File: src/rtl/cpu_defs.sv
// Shared CPU constants: boot/exception vectors, the NOP encoding, the IF/ID FSM
// state encoding and the fetch-record type used by the IF/ID hold buffer.
package cpu_defs;

    localparam logic [31:0] RESET_ADDR  = 32'hbfc00000;
    localparam logic [31:0] EXCEPT_ADDR = 32'hbfc00380;
    localparam logic [31:0] NOP_INST    = 32'h00000000;

    localparam logic [1:0] ST_BOOT = 2'd0;
    localparam logic [1:0] ST_RUN  = 2'd1;
    localparam logic [1:0] ST_HOLD = 2'd2;

    typedef struct packed {
        logic [31:0] pc;
        logic [31:0] inst;
        logic        adel;
    } fetch_t;

    // A faulting fetch carries its address but never its (meaningless) data.
    function automatic fetch_t make_fetch(input logic [31:0] pc,
                                          input logic [31:0] rdata,
                                          input logic        adel,
                                          input logic [31:0] nop);
        fetch_t f;
        f.pc   = pc;
        f.inst = adel ? nop : rdata;
        f.adel = adel;
        return f;
    endfunction

endpackage

File: src/rtl/if_perf_cnt.sv
// Fetch/stall event counters for the IF/ID stage; only built when
// IF_PERF_CNT_EN is defined. Both wrap at 2^32 and clear only on rst.
module if_perf_cnt (
    input  logic        clk,
    input  logic        rst,
    input  logic        fetch_inc,
    input  logic        stall_inc,
    output logic [31:0] perf_fetch_cnt,
    output logic [31:0] perf_stall_cnt
);

    always_ff @(posedge clk) begin
        if (rst) begin
            perf_fetch_cnt <= 32'd0;
            perf_stall_cnt <= 32'd0;
        end else begin
            if (fetch_inc) perf_fetch_cnt <= perf_fetch_cnt + 32'd1;
            if (stall_inc) perf_stall_cnt <= perf_stall_cnt + 32'd1;
        end
    end

endmodule

File: src/rtl/if_id_stage.sv
// IF/ID pipeline register: pairs synchronous I-SRAM data with its PC, handles
// stall hold buffering, flush/boot bubbles. Optional counters: IF_PERF_CNT_EN.
module if_id_stage #(
    parameter logic [31:0] RESET_PC = cpu_defs::RESET_ADDR,
    parameter logic [31:0] NOP_INST = cpu_defs::NOP_INST
) (
    input  logic        clk,
    input  logic        rst,
    input  logic        IRWrite,
    input  logic        flush,
    input  logic [31:0] fetch_pc,
    input  logic        fetch_adel,
    input  logic [31:0] inst_sram_rdata,
    input  logic        id_is_branch,
    output logic [31:0] IF_ID_PC,
    output logic [31:0] IF_ID_Inst,
    output logic [31:0] IF_ID_PCplus4,
    output logic        IF_ID_AdEL,
    output logic        IF_ID_BD,
    output logic        IF_ID_valid
`ifdef IF_PERF_CNT_EN
    ,
    output logic [31:0] perf_fetch_cnt,
    output logic [31:0] perf_stall_cnt
`endif
);

    logic [1:0]       state;
    cpu_defs::fetch_t hold_q;
    cpu_defs::fetch_t live;
    cpu_defs::fetch_t src;
    logic             bubble;
    logic             advance;
    logic             capture;

    // After a stall the SRAM has moved on; the held word is the one to use.
    always_comb begin
        live    = cpu_defs::make_fetch(fetch_pc, inst_sram_rdata, fetch_adel, NOP_INST);
        src     = (state == cpu_defs::ST_HOLD) ? hold_q : live;
        bubble  = rst || flush || (state == cpu_defs::ST_BOOT);
        advance = !bubble && IRWrite;
        capture = !rst && !flush && !IRWrite && (state == cpu_defs::ST_RUN);
    end

    always_ff @(posedge clk) begin
        if (rst) begin
            state <= cpu_defs::ST_BOOT;
        end else if (flush) begin
            state <= cpu_defs::ST_RUN;
        end else begin
            case (state)
                cpu_defs::ST_BOOT: if (IRWrite)  state <= cpu_defs::ST_RUN;
                cpu_defs::ST_RUN:  if (!IRWrite) state <= cpu_defs::ST_HOLD;
                cpu_defs::ST_HOLD: if (IRWrite)  state <= cpu_defs::ST_RUN;
                default:                         state <= cpu_defs::ST_BOOT;
            endcase
        end
    end

    // Reset, flush and the boot cycle all produce the same bubble.
    always_ff @(posedge clk) begin
        if (bubble) begin
            IF_ID_PC      <= RESET_PC;
            IF_ID_Inst    <= NOP_INST;
            IF_ID_PCplus4 <= RESET_PC + 32'd4;
            IF_ID_AdEL    <= 1'b0;
            IF_ID_BD      <= 1'b0;
            IF_ID_valid   <= 1'b0;
        end else if (advance) begin
            IF_ID_PC      <= src.pc;
            IF_ID_Inst    <= src.inst;
            IF_ID_PCplus4 <= src.pc + 32'd4;
            IF_ID_AdEL    <= src.adel;
            IF_ID_BD      <= id_is_branch && IF_ID_valid;
            IF_ID_valid   <= 1'b1;
        end
    end

    // NOTE: the hold buffer has no reset; it is only read in HOLD, which is
    // reachable solely through a fresh capture.
    always_ff @(posedge clk) begin
        if (capture) hold_q <= live;
    end

`ifdef IF_PERF_CNT_EN
    if_perf_cnt u_perf (
        .clk            (clk),
        .rst            (rst),
        .fetch_inc      (advance),
        .stall_inc      (!IRWrite),
        .perf_fetch_cnt (perf_fetch_cnt),
        .perf_stall_cnt (perf_stall_cnt)
    );
`endif

endmodule
File: config.mk
export PLATFORM = sky130hd
export DESIGN_NAME = if_id_stage
export DESIGN_NICKNAME = d
export VERILOG_FILES = /design/src/rtl/cpu_defs.sv /design/src/rtl/if_perf_cnt.sv /design/src/rtl/if_id_stage.sv
export SDC_FILE = /design/constraint.sdc
export NUM_CORES = 1
export LEC_CHECK = 0
export CORE_MARGIN = 2
export CORE_UTILIZATION = 42
export CTS_BUF_LIST = sky130_fd_sc_hd__clkbuf_4 sky130_fd_sc_hd__clkbuf_8
export DETAILED_ROUTE_END_ITERATION = 12
export PLACE_DENSITY = 0.76
export SLEW_MARGIN = 20
export SYNTH_ARGS = -nofsm -noshare
export SYNTH_HDL_FRONTEND = slang
export SYNTH_SLANG_ARGS = --single-unit
File: constraint.sdc
create_clock -name clk -period 3.8 [get_ports clk]
set_input_delay 0.76 -clock clk [delete_from_list [all_inputs] [get_ports clk]]
set_output_delay 0.76 -clock clk [all_outputs]
set_load 0.01 [all_outputs]
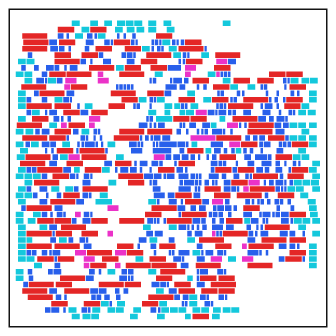
Fig. 1. Placement by cell class (run 1).
Key: cyan = other buffers and delay cells [cells 182]; blue = combinational and other logic [cells 480]; red = flops [cells 164]; magenta = clock drivers and dummy loads [cells 32]

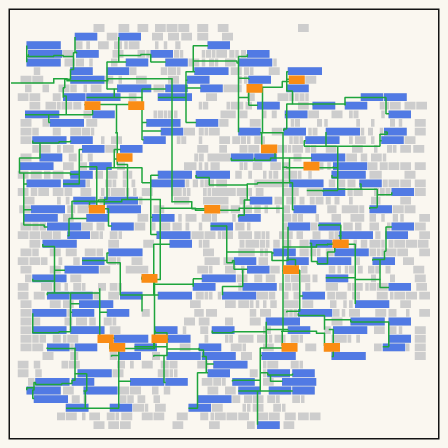
Fig. 2. Clock network drawn from the DEF (run 1).
Key: blue = flip-flops [count 164]; green = clock wires [length 1940 um]; orange = clock drivers [count 17]
There are 18 routed clock nets.

==> summary.txt, run 1 <==
Entry: Yosys synthesis followed by OpenROAD place and route.

Placed design:
- The run gives the estimated wirelength of the detail-placed design as 12800 um.

Detailed routing:
- The run gives the iteration-0 DRC count of the detailed router as between 300 and 400.
- The run gives the final wirelength as 18200 um.
- The script logs the ratio of routed vias to standard cells as 5.25.
- The run puts the detailed-routed wire length on met3 at 1500 um.
- The run puts the length of routed met2 wiring at about 8500 um.

Global routing:
- The run puts the remaining global-route overflow at 0.
- The run puts the initial antenna violation count at 0.
- After global routing, the most crowded layer is met2.
- The run puts the number of global-route vias before repair at roughly 5.3k.

STA:
- The run puts the timing-limited maximum frequency at between 300 and 400 MHz.
- The run puts the setup clock skew after layout at 13.6 ps.
- The run gives the final number of setup-violating endpoints as 0.
- The clock period could shrink to 2810 ps.

Logic synthesis:
- The mapped netlist covers a little over 0.007 mm2.
- Per the synthesis report, the dominant area consumer among library cells is sky130_fd_sc_hd__dfxtp_1.
- The area recorded from the Yosys report for this design is 0.00719 mm2.
- Yosys printed 0 warnings.
- The run gives the total cells reported by yosys after synthesis as 691.
- The run puts the count of library flops with an enable pin at 65.
- The top cell type by area accounts for 27.6% of the synthesized area.
- The synthesized netlist handed to floorplanning was reported with a cell count of 691.

Power and ir drop:
- The run gives the share of total power in sequential cells as 54.3%.
- The run puts the sequential group power at between 1.5 and 2 mW.
- The run puts the worst supply voltage drop on vdd at between 0.2 and 0.25 mV.
- The run gives the combinational group share of total power as 10.8%.
- The largest share of the power goes to sequential cells.
- The run puts the leakage power at 3.72 nW.

Setup path:
- The run puts the required time of the worst setup path at roughly 4100 ps.
- The run puts the delay of the slowest cell on the worst path at 490 ps.
- The run gives the number of buffer and inverter instances along the worst setup path as 1.
- The run gives the worst reg-to-reg setup slack as 990 ps.
- The run gives the critical path start-end classification as flop to flop.
- The launch point of the worst register-to-register path is recorded as state[0]$_SDFFE_PP0P_.
- Data on the critical path arrives at its endpoint at 3140 ps.

Clock tree:
- The tree is rooted in a sky130_fd_sc_hd__clkbuf_8.
- The run puts the clock edge transition at the registers on the reported setup and hold paths at ~80 ps.

Worst hold path:
- Hold analysis shows the worst path with a depth of 2.
- Hold analysis lists the worst path endpoint as IF_ID_PC[7]$_SDFFE_PP0P_.

Final layout:
- The run gives the layout net count as 916.
- The largest registers in the layout are hold_q: 65 flops, IF_ID_Inst: 32 flops, IF_ID_PC: 32 flops.
- The run puts the area of all placed cells without fillers at 0.00946 mm2.

Floorplanning:
- The run puts the area inside the core boundary at 0.0166 mm2.
- The run puts the number of rows in the core area at between 40 and 50.

Outcome:
- The flow ran to the end, and the final reports show no timing, DRC or antenna violations.
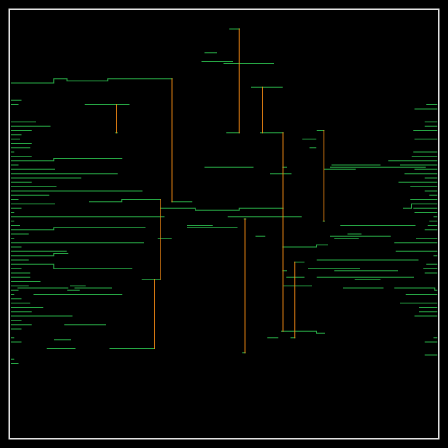
Fig. 3. Signal wires by layer (run 1).
Two of the layers only.
Key: green = metal 3 [wire length 1500 um]; orange = metal 4 [wire length 299 um]

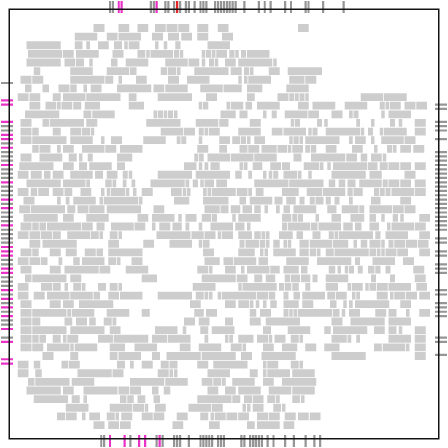
Fig. 4. Pin map (run 1).
Pins as bars across the die edge, other pins in grey.
Key: red = IF_ID_valid [pins 1, direction output, edge top]; magenta = inst_sram_rdata [pins 32, direction input, edge 24 left, 5 bottom, 3 top]

## run 1: kinds of logic after synthesis
kind of cell	share of synthesized area, %
AND-OR/OR-AND	9.51
AND/OR/NAND/NOR	18.3
multiplexers	11.9
buffers and inverters	3.10
XOR/XNOR	2.31
flip-flops	54.7
adder cells (fa/ha/maj)	0.174
## run 1: how the worst max path moves through the flow
stage | from | depth (start not counted) | end
3_3_place_gp | fetch_pc[2] | 10 | IF_ID_PCplus4[24]$_SDFFE_PP1P_
3_5_place_dp | fetch_pc[2] | 10 | IF_ID_PCplus4[24]$_SDFFE_PP1P_
4_1_cts | state[0]$_SDFFE_PP0P_ | 7 | IF_ID_PCplus4[24]$_SDFFE_PP1P_
2_1_floorplan | IRWrite | 4 | hold_q[0]$_DFFE_PP_
6_report | state[0]$_SDFFE_PP0P_ | 7 | IF_ID_PCplus4[24]$_SDFFE_PP1P_
5_1_grt | state[0]$_SDFFE_PP0P_ | 10 | IF_ID_PCplus4[24]$_SDFFE_PP1P_
## run 1: area by class of cell
| class | instances | area (um2) | area share [%] |
|---|---|---|---|
| Clock buffer | 27 | 315 | 3.33 |
| Sequential cell | 164 | 3930 | 41.6 |
| Multi-Input combinational cell | 478 | 3060 | 32.4 |
| Timing Repair Buffer | 182 | 1810 | 19.1 |
| Clock inverter | 5 | 53.8 | 0.569 |
| Tap cell | 220 | 275 | 2.91 |
| Inverter | 2 | 7.51 | 0.0794 |
## run 1: metrics by stage
stage,power (mW),util (%),worst slack (ps)
2_1_floorplan,2.11,-,563
3_3_place_gp,2.29,54.6,788
3_5_place_dp,2.29,54.6,702
4_1_cts,3.49,56.8,968
5_1_grt,3.59,56.8,767
6_report,3.46,56.8,993
## run 1: cell usage after synthesis (2+ instances only)
library cell / count
sky130_fd_sc_hd__dfxtp_1: 99
sky130_fd_sc_hd__nand2_1: 92
sky130_fd_sc_hd__nor2_1: 82
sky130_fd_sc_hd__mux2i_1: 72
sky130_fd_sc_hd__edfxtp_1: 65
sky130_fd_sc_hd__a211oi_1: 47
sky130_fd_sc_hd__nor2b_1: 34
sky130_fd_sc_hd__clkbuf_1: 33
sky130_fd_sc_hd__nand3_1: 25
sky130_fd_sc_hd__o21ai_0: 14
sky130_fd_sc_hd__xor2_1: 14
sky130_fd_sc_hd__a21oi_1: 11
sky130_fd_sc_hd__and3_1: 9
sky130_fd_sc_hd__nor3_1: 9
sky130_fd_sc_hd__buf_4: 7
sky130_fd_sc_hd__nand4_1: 7
sky130_fd_sc_hd__o22ai_1: 7
sky130_fd_sc_hd__a211o_1: 6
sky130_fd_sc_hd__mux2i_2: 5
sky130_fd_sc_hd__o21ai_1: 5
sky130_fd_sc_hd__xnor2_1: 5
sky130_fd_sc_hd__a31oi_1: 4
sky130_fd_sc_hd__buf_2: 4
sky130_fd_sc_hd__mux2_2: 4
sky130_fd_sc_hd__nor4_2: 3
sky130_fd_sc_hd__o211ai_1: 3
sky130_fd_sc_hd__buf_1: 2
sky130_fd_sc_hd__inv_1: 2
sky130_fd_sc_hd__nor4_1: 2
sky130_fd_sc_hd__nor4b_2: 2
sky130_fd_sc_hd__o21a_1: 2
Fig. 5: run 1, routing congestion
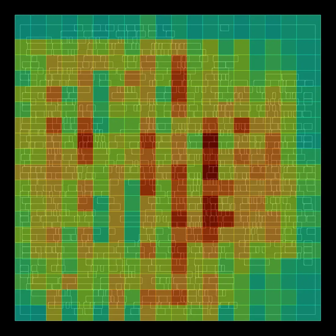

--- run 2 (diff from run 1) ---
PLACE_DENSITY = 0.79   (was 0.76)
clock period = 2.3 ns   (was 3.8 ns; I/O delays follow)
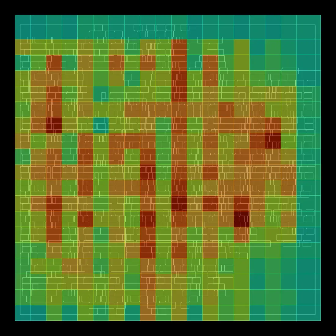
Fig. 6. Routing congestion (run 2).
met2 Usage GRT: 35.7%
combined global-route utilization of all metal layers: 21.4%

==> summary.txt, run 2 <==
Entry: Yosys synthesis followed by OpenROAD place and route.

Final layout:
- The run gives the area of all placed cells without fillers as 0.0101 mm2.
- The largest registers in the layout are hold_q: 65 flops, IF_ID_Inst: 32 flops, IF_ID_PC: 32 flops.
- The run puts the layout net count at slightly below 1k.
- In this run the layout overhead on the synthesized area is reported as 40.3%.
- The run puts the final cell utilization of the core at 60.6%.

Power and ir drop:
- The run gives the worst supply voltage drop on vdd as 0.455 mV.
- The run puts the leakage power at 4.05 nW.
- The run puts the combinational group share of total power at about an eighth.
- The share of total power dissipated in sequential elements is 54.5%.
- The switching component of the power was reported as 1.50 mW.

Logic synthesis:
- The run puts the post-synthesis instance total at 691.
- The run puts the warning count from the yosys run at 0.
- Looking at area per cell type in the netlist, the leader is sky130_fd_sc_hd__dfxtp_1.
- The run gives the summed standard-cell area reported by yosys as 0.00719 mm2.
- The number of cells reported by Yosys stat comes to a little under 700.
- The run gives the number of nets at floorplan as 762.
- The run gives the most used standard cell by instance count after synthesis as sky130_fd_sc_hd__dfxtp_1.
- The run puts the share of the synthesized area in the top cell type at approximately 28%.
- Yosys reports that the most numerous cell types are 99 x sky130_fd_sc_hd__dfxtp_1, 92 x sky130_fd_sc_hd__nand2_1, 82 x sky130_fd_sc_hd__nor2_1.
- The run gives the area of the mapped netlist as 0.00719 mm2.
- Yosys mapped a number of flops with a built-in enable equal to 65.

Setup path:
- The run gives the critical path start-end classification as flop to flop.
- The startpoint identified for the worst register-to-register timing path is state[1]$_SDFFE_PP0P_.
- The run gives the delay of the slowest cell on the worst path as around 330 ps.
- The setup check on the worst reg-to-reg path leaves a slack of 40 ps.
- The run puts the length in cells of the worst reg-to-reg path at 12.
- At the worst endpoint, the arrival time is 2600 ps.
- The run gives the required time of the worst setup path as 2650 ps.

Floorplanning:
- The run gives the area inside the core boundary as 0.0166 mm2.
- In this run the core area contains between 40 and 50 standard-cell rows.

Outcome:
- The run finished with clean final reports.

STA:
- The run gives the timing-limited maximum frequency as 443 MHz.
- The run puts the post-route minimum period at 2260 ps.
- Between clock sinks in the finished design, the worst skew comes to 12.9 ps.
- Endpoints with negative setup slack in the final report add up to 0.

Detailed routing:
- The run gives the via-per-instance ratio as around 5.2.
- The run gives the final wirelength as 19500 um.
- The run puts the vias after detailed routing at 5900.
- The run puts the iteration-0 DRC count of the detailed router at 345.

Clock tree:
- The run puts the number of H-tree branching levels at 4.
- The run gives the cell at the root of the clock tree as sky130_fd_sc_hd__clkbuf_8.
- Looking at the worst setup and hold paths, the clock pins of their registers show a slew of ~90 ps.

Worst hold path:
- The number of cells on the worst hold path is listed as 3.
- The run gives the class of the worst hold path as input pin to flop.
- The path with the worst hold slack has its endpoint at IF_ID_Inst[0]$_SDFFE_PP0P_.
- In this run the most critical hold path is launched from IRWrite.

Global routing:
- The run gives the number of global-route vias before repair as 5726.
- The initial antenna violation count came to 0.

Placed design:
- Detailed placement finished with a half-perimeter wire length of 13900 um.
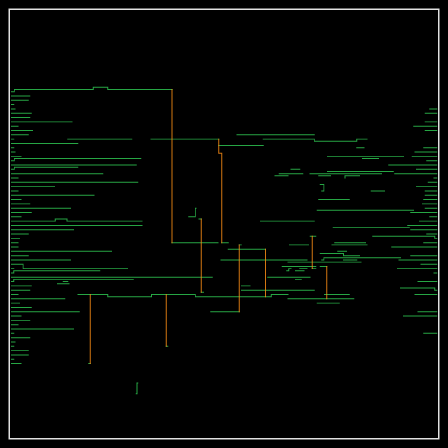
Fig. 7. Signal wires by layer (run 2).
Two of the layers only.
Key: orange = metal 4 [wire length 200 um]; green = metal 3 [wire length 1750 um]

-- run 2: cell type report --
cell class | count | area [um2]
timing repair buffer | 243 | 2330
clock inverter | 14 | 103
fill | 1409 | 6550
multi-input combinational | 478 | 3210
sequential | 164 | 3940
clock buffer | 17 | 234
inverter | 2 | 7.51
tap | 220 | 275
-- run 2: stage by stage --
step	instances	setup slack (ps)	hold slack (ps)	total power, mW
2_1_floorplan	691	-191	476	3.50
3_3_place_gp	1097	-185	442	3.84
3_5_place_dp	1097	-256	450	3.86
4_1_cts	1128	3.68	410	5.70
5_1_grt	1138	-76.8	419	5.91
6_report	1138	45.0	424	5.69
-- run 2: routing by layer --
metal,part of all wire [%],GRT usage (%)
met4,1.0,4.97
met3,9.0,7.70
met5,0,0
met1,42,26.5
met2,48,35.7
-- run 2: how the worst max path moves through the flow --
| stage | startpoint | end | depth (start not counted) |
|---|---|---|---|
| 3_5_place_dp | fetch_pc[3] | IF_ID_PCplus4[24]$_SDFFE_PP1P_ | 10 |
| 4_1_cts | state[0]$_SDFFE_PP0P_ | IF_ID_PCplus4[24]$_SDFFE_PP1P_ | 10 |
| 2_1_floorplan | state[0]$_SDFFE_PP0P_ | IF_ID_PCplus4[26]$_SDFFE_PP1P_ | 14 |
| 5_1_grt | state[1]$_SDFFE_PP0P_ | IF_ID_PCplus4[28]$_SDFFE_PP1P_ | 12 |
| 3_3_place_gp | fetch_pc[3] | IF_ID_PCplus4[24]$_SDFFE_PP1P_ | 10 |
| 6_report | state[1]$_SDFFE_PP0P_ | IF_ID_PCplus4[28]$_SDFFE_PP1P_ | 12 |
-- run 2: cells by family (layout without fill, tap and decap cells) --
kind of cell             Yosys count  count (layout)  synth area share, %
AND-OR/OR-AND                    101             101                 9.51
multiplexers                      82              82                 11.9
AND/OR/NAND/NOR                  275             275                 18.3
buffers and inverters             49             276                 3.10
flip-flops                       164             164                 54.7
adder cells (fa/ha/maj)            1               1                0.174
XOR/XNOR                          19              19                 2.31
-- run 2: power by group through the flow --
stage                     registers (mW)  clock network, mW  logic, mW
after floorplan                     3.18                  0      0.317
after global placement              3.17                  0      0.675
after global routing                3.11               2.02      0.776
after CTS                           3.10               1.90      0.691
final                               3.10               1.87      0.715
after detailed placement            3.17                  0      0.687
-- run 2: critical path: cells and delay by family (launching register included) --
kind / cells / cell delay, ps
simple gates: 6 / 830
flops: 1 / 330
buf+inv: 2 / 320
xor+xnor: 1 / 210
mux: 1 / 200
fa+ha+maj: 1 / 160
compound gates: 1 / 70
-- run 2: timing repair --
| action | 4_1_cts | 5_1_grt |
|---|---|---|
| endpoints found under the hold margin | 0 | 0 |
| resized | 0 | 20 |
| gates cloned | 0 | 1 |
| endpoints found under the setup margin | 1 | 14 |
| setup buffers | 0 | 9 |
| pin swaps | 1 | 5 |
--- run 3 (diff from run 2) ---
CORE_ASPECT_RATIO = 0.75   (was not set)
PLACE_DENSITY = 0.7   (was 0.79)
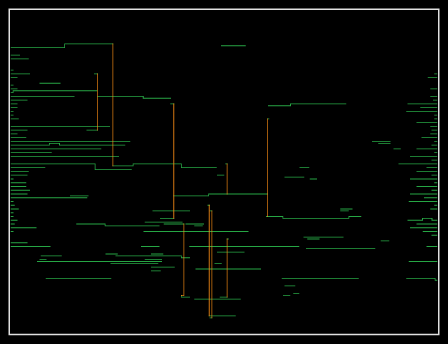
Fig. 8. Signal wires by layer (run 3).
Two of the layers only.
Key: orange = metal 4 [wire length 279 um]; green = metal 3 [wire length 1410 um]

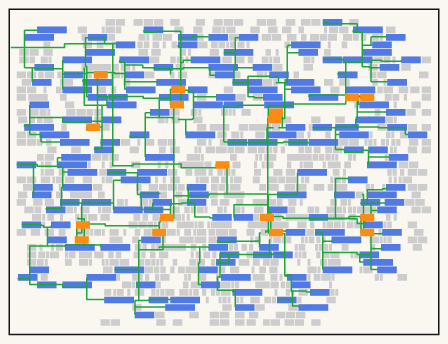
Fig. 9. Clock network drawn from the DEF (run 3).
Key: green = clock wires [length 2030 um]; blue = flip-flops [count 164]; orange = clock drivers [count 17]
There are 18 routed clock nets.

==> summary.txt, run 3 <==
Entry: Yosys synthesis followed by OpenROAD place and route.

Setup path:
- The OpenROAD report gives the critical path a required time of 2640 ps.
- The worst setup path is of the flop to flop kind.

Floorplanning:
- The run gives the number of rows in the core area as slightly above 40.
- The run puts the area inside the core boundary at 0.0168 mm2.

Final layout:
- The run puts the area of all placed cells without fillers at between 0.01 and 0.015 mm2.
- The run puts the synthesis-to-layout area growth at 40.0%.
- Counting the fill cells in the layout gives 1377.
- After the last flow step, the layout net total stands at 971.

Detailed routing:
- The run gives the vias after detailed routing as around 6k.
- In the routed layout, each cell is associated on average with a via count of 5.31.

Clock tree:
- CTS placed an instance of sky130_fd_sc_hd__clkbuf_8 at the clock tree root.
- The run gives the number of H-tree branching levels as 4.

Global routing:
- The run puts the total global-route track usage at 21.9%.
- The run puts the number of global-route vias before repair at 5861.
- Global routing finished with a remaining overflow of 0.

Logic synthesis:
- Summing the areas of all and, or, nand and nor instances in the mapped netlist gives 18.3% of the synthesized area.
- The run puts the area of the mapped netlist at just over 0.007 mm2.
- The chip area line in the Yosys stat output reads between 0.007 and 0.008 mm2.

Outcome:
- The flow ran to the end, and the final reports show no timing, DRC or antenna violations.

Worst hold path:
- The run gives the class of the worst hold path as input pin to flop.

STA:
- Across the routed clock network, the largest skew measured is about 9.4 ps.
-- run 3: cell types whose count changed in the layout (fill, tap and decap cells not counted), moves of 2 or more --
cell	previous run	this run
sky130_fd_sc_hd__nand3_2	3	1
sky130_fd_sc_hd__nand2_1	87	85
sky130_fd_sc_hd__nand2_4	0	2
sky130_fd_sc_hd__inv_6	4	1
sky130_fd_sc_hd__bufinv_16	0	2
sky130_fd_sc_hd__buf_6	1	3
sky130_fd_sc_hd__buf_4	69	63
-- run 3: cells by family (layout without fill, tap and decap cells) --
| kind of cell | Yosys count | in the layout |
|---|---|---|
| AND-OR/OR-AND | 101 | 101 |
| flip-flops | 164 | 164 |
| buffers and inverters | 49 | 271 |
| adder cells (fa/ha/maj) | 1 | 1 |
| AND/OR/NAND/NOR | 275 | 275 |
| multiplexers | 82 | 82 |
| XOR/XNOR | 19 | 19 |
-- run 3: where the power goes --
part | switching (mW) | total (mW) | internal (mW) | leakage (nW)
Combinational | 0.360 | 0.720 | 0.360 | 2.44
Sequential | 0.0312 | 3.10 | 3.07 | 1.40
Clock | 1.09 | 2.09 | 1.00 | 0.197
-- run 3: routing by layer --
metal  up-vias  wire length (um)  track usage (%)
li1       2905                 -                -
met1      2861              9390             31.9
met2       202              8860             31.6
met3        21              1410             6.43
met4         0               279             6.25
met5         -                 0                0
-- run 3: area by class of cell --
cell class / count / area share (%)
Clock buffer: 19 / 2.53
Clock inverter: 13 / 1.33
Inverter: 2 / 0.0746
Multi-Input combinational cell: 478 / 31.8
Sequential cell: 164 / 39.1
Tap cell: 215 / 2.67
Timing Repair Buffer: 237 / 22.4
-- run 3: metrics by stage --
step | TNS (ps) | worst slack (ps) | util (%)
2_1_floorplan | -906 | -191 | -
3_3_place_gp | -2070 | -200 | 56.6
3_5_place_dp | -3010 | -267 | 56.6
4_1_cts | 0 | 49.7 | 59.1
5_1_grt | -118 | -46.2 | 60.0
6_report | 0 | 84.4 | 60.0
-- run 3: final timing paths --
path	from	to	slack, ps	cells past startpoint
worst max-delay path	state[0]$_SDFFE_PP0P_	IF_ID_PCplus4[24]$_SDFFE_PP1P_	80	9
worst min-delay path	IRWrite	IF_ID_PC[27]$_SDFFE_PP1P_	360	3
worst max register to register	state[0]$_SDFFE_PP0P_	IF_ID_PCplus4[24]$_SDFFE_PP1P_	80	9
worst min register to register	IF_ID_PCplus4[19]$_SDFFE_PP0P_	IF_ID_PCplus4[19]$_SDFFE_PP0P_	470	2
-- run 3: worst max-delay path: stages, from the launching register on --
cell and delay (ps):
sky130_fd_sc_hd__dfxtp_4 360, sky130_fd_sc_hd__buf_4 130, sky130_fd_sc_hd__nor2b_4 120, sky130_fd_sc_hd__buf_4 260, sky130_fd_sc_hd__mux2i_4 350, sky130_fd_sc_hd__nand4_4 170, sky130_fd_sc_hd__buf_6 160, sky130_fd_sc_hd__nor4_4 210
sky130_fd_sc_hd__mux2i_1 110, sky130_fd_sc_hd__a211o_1 230
-- run 3: what timing repair did --
item | in CTS | in global routing
endpoints found under the setup margin | 2 | 11
hold buffers | 0 | 0
pin swaps | 0 | 9
buffers inserted | 0 | 6
resized | 2 | 23
No activity file was given, so power comes from the tool's default toggle rates.
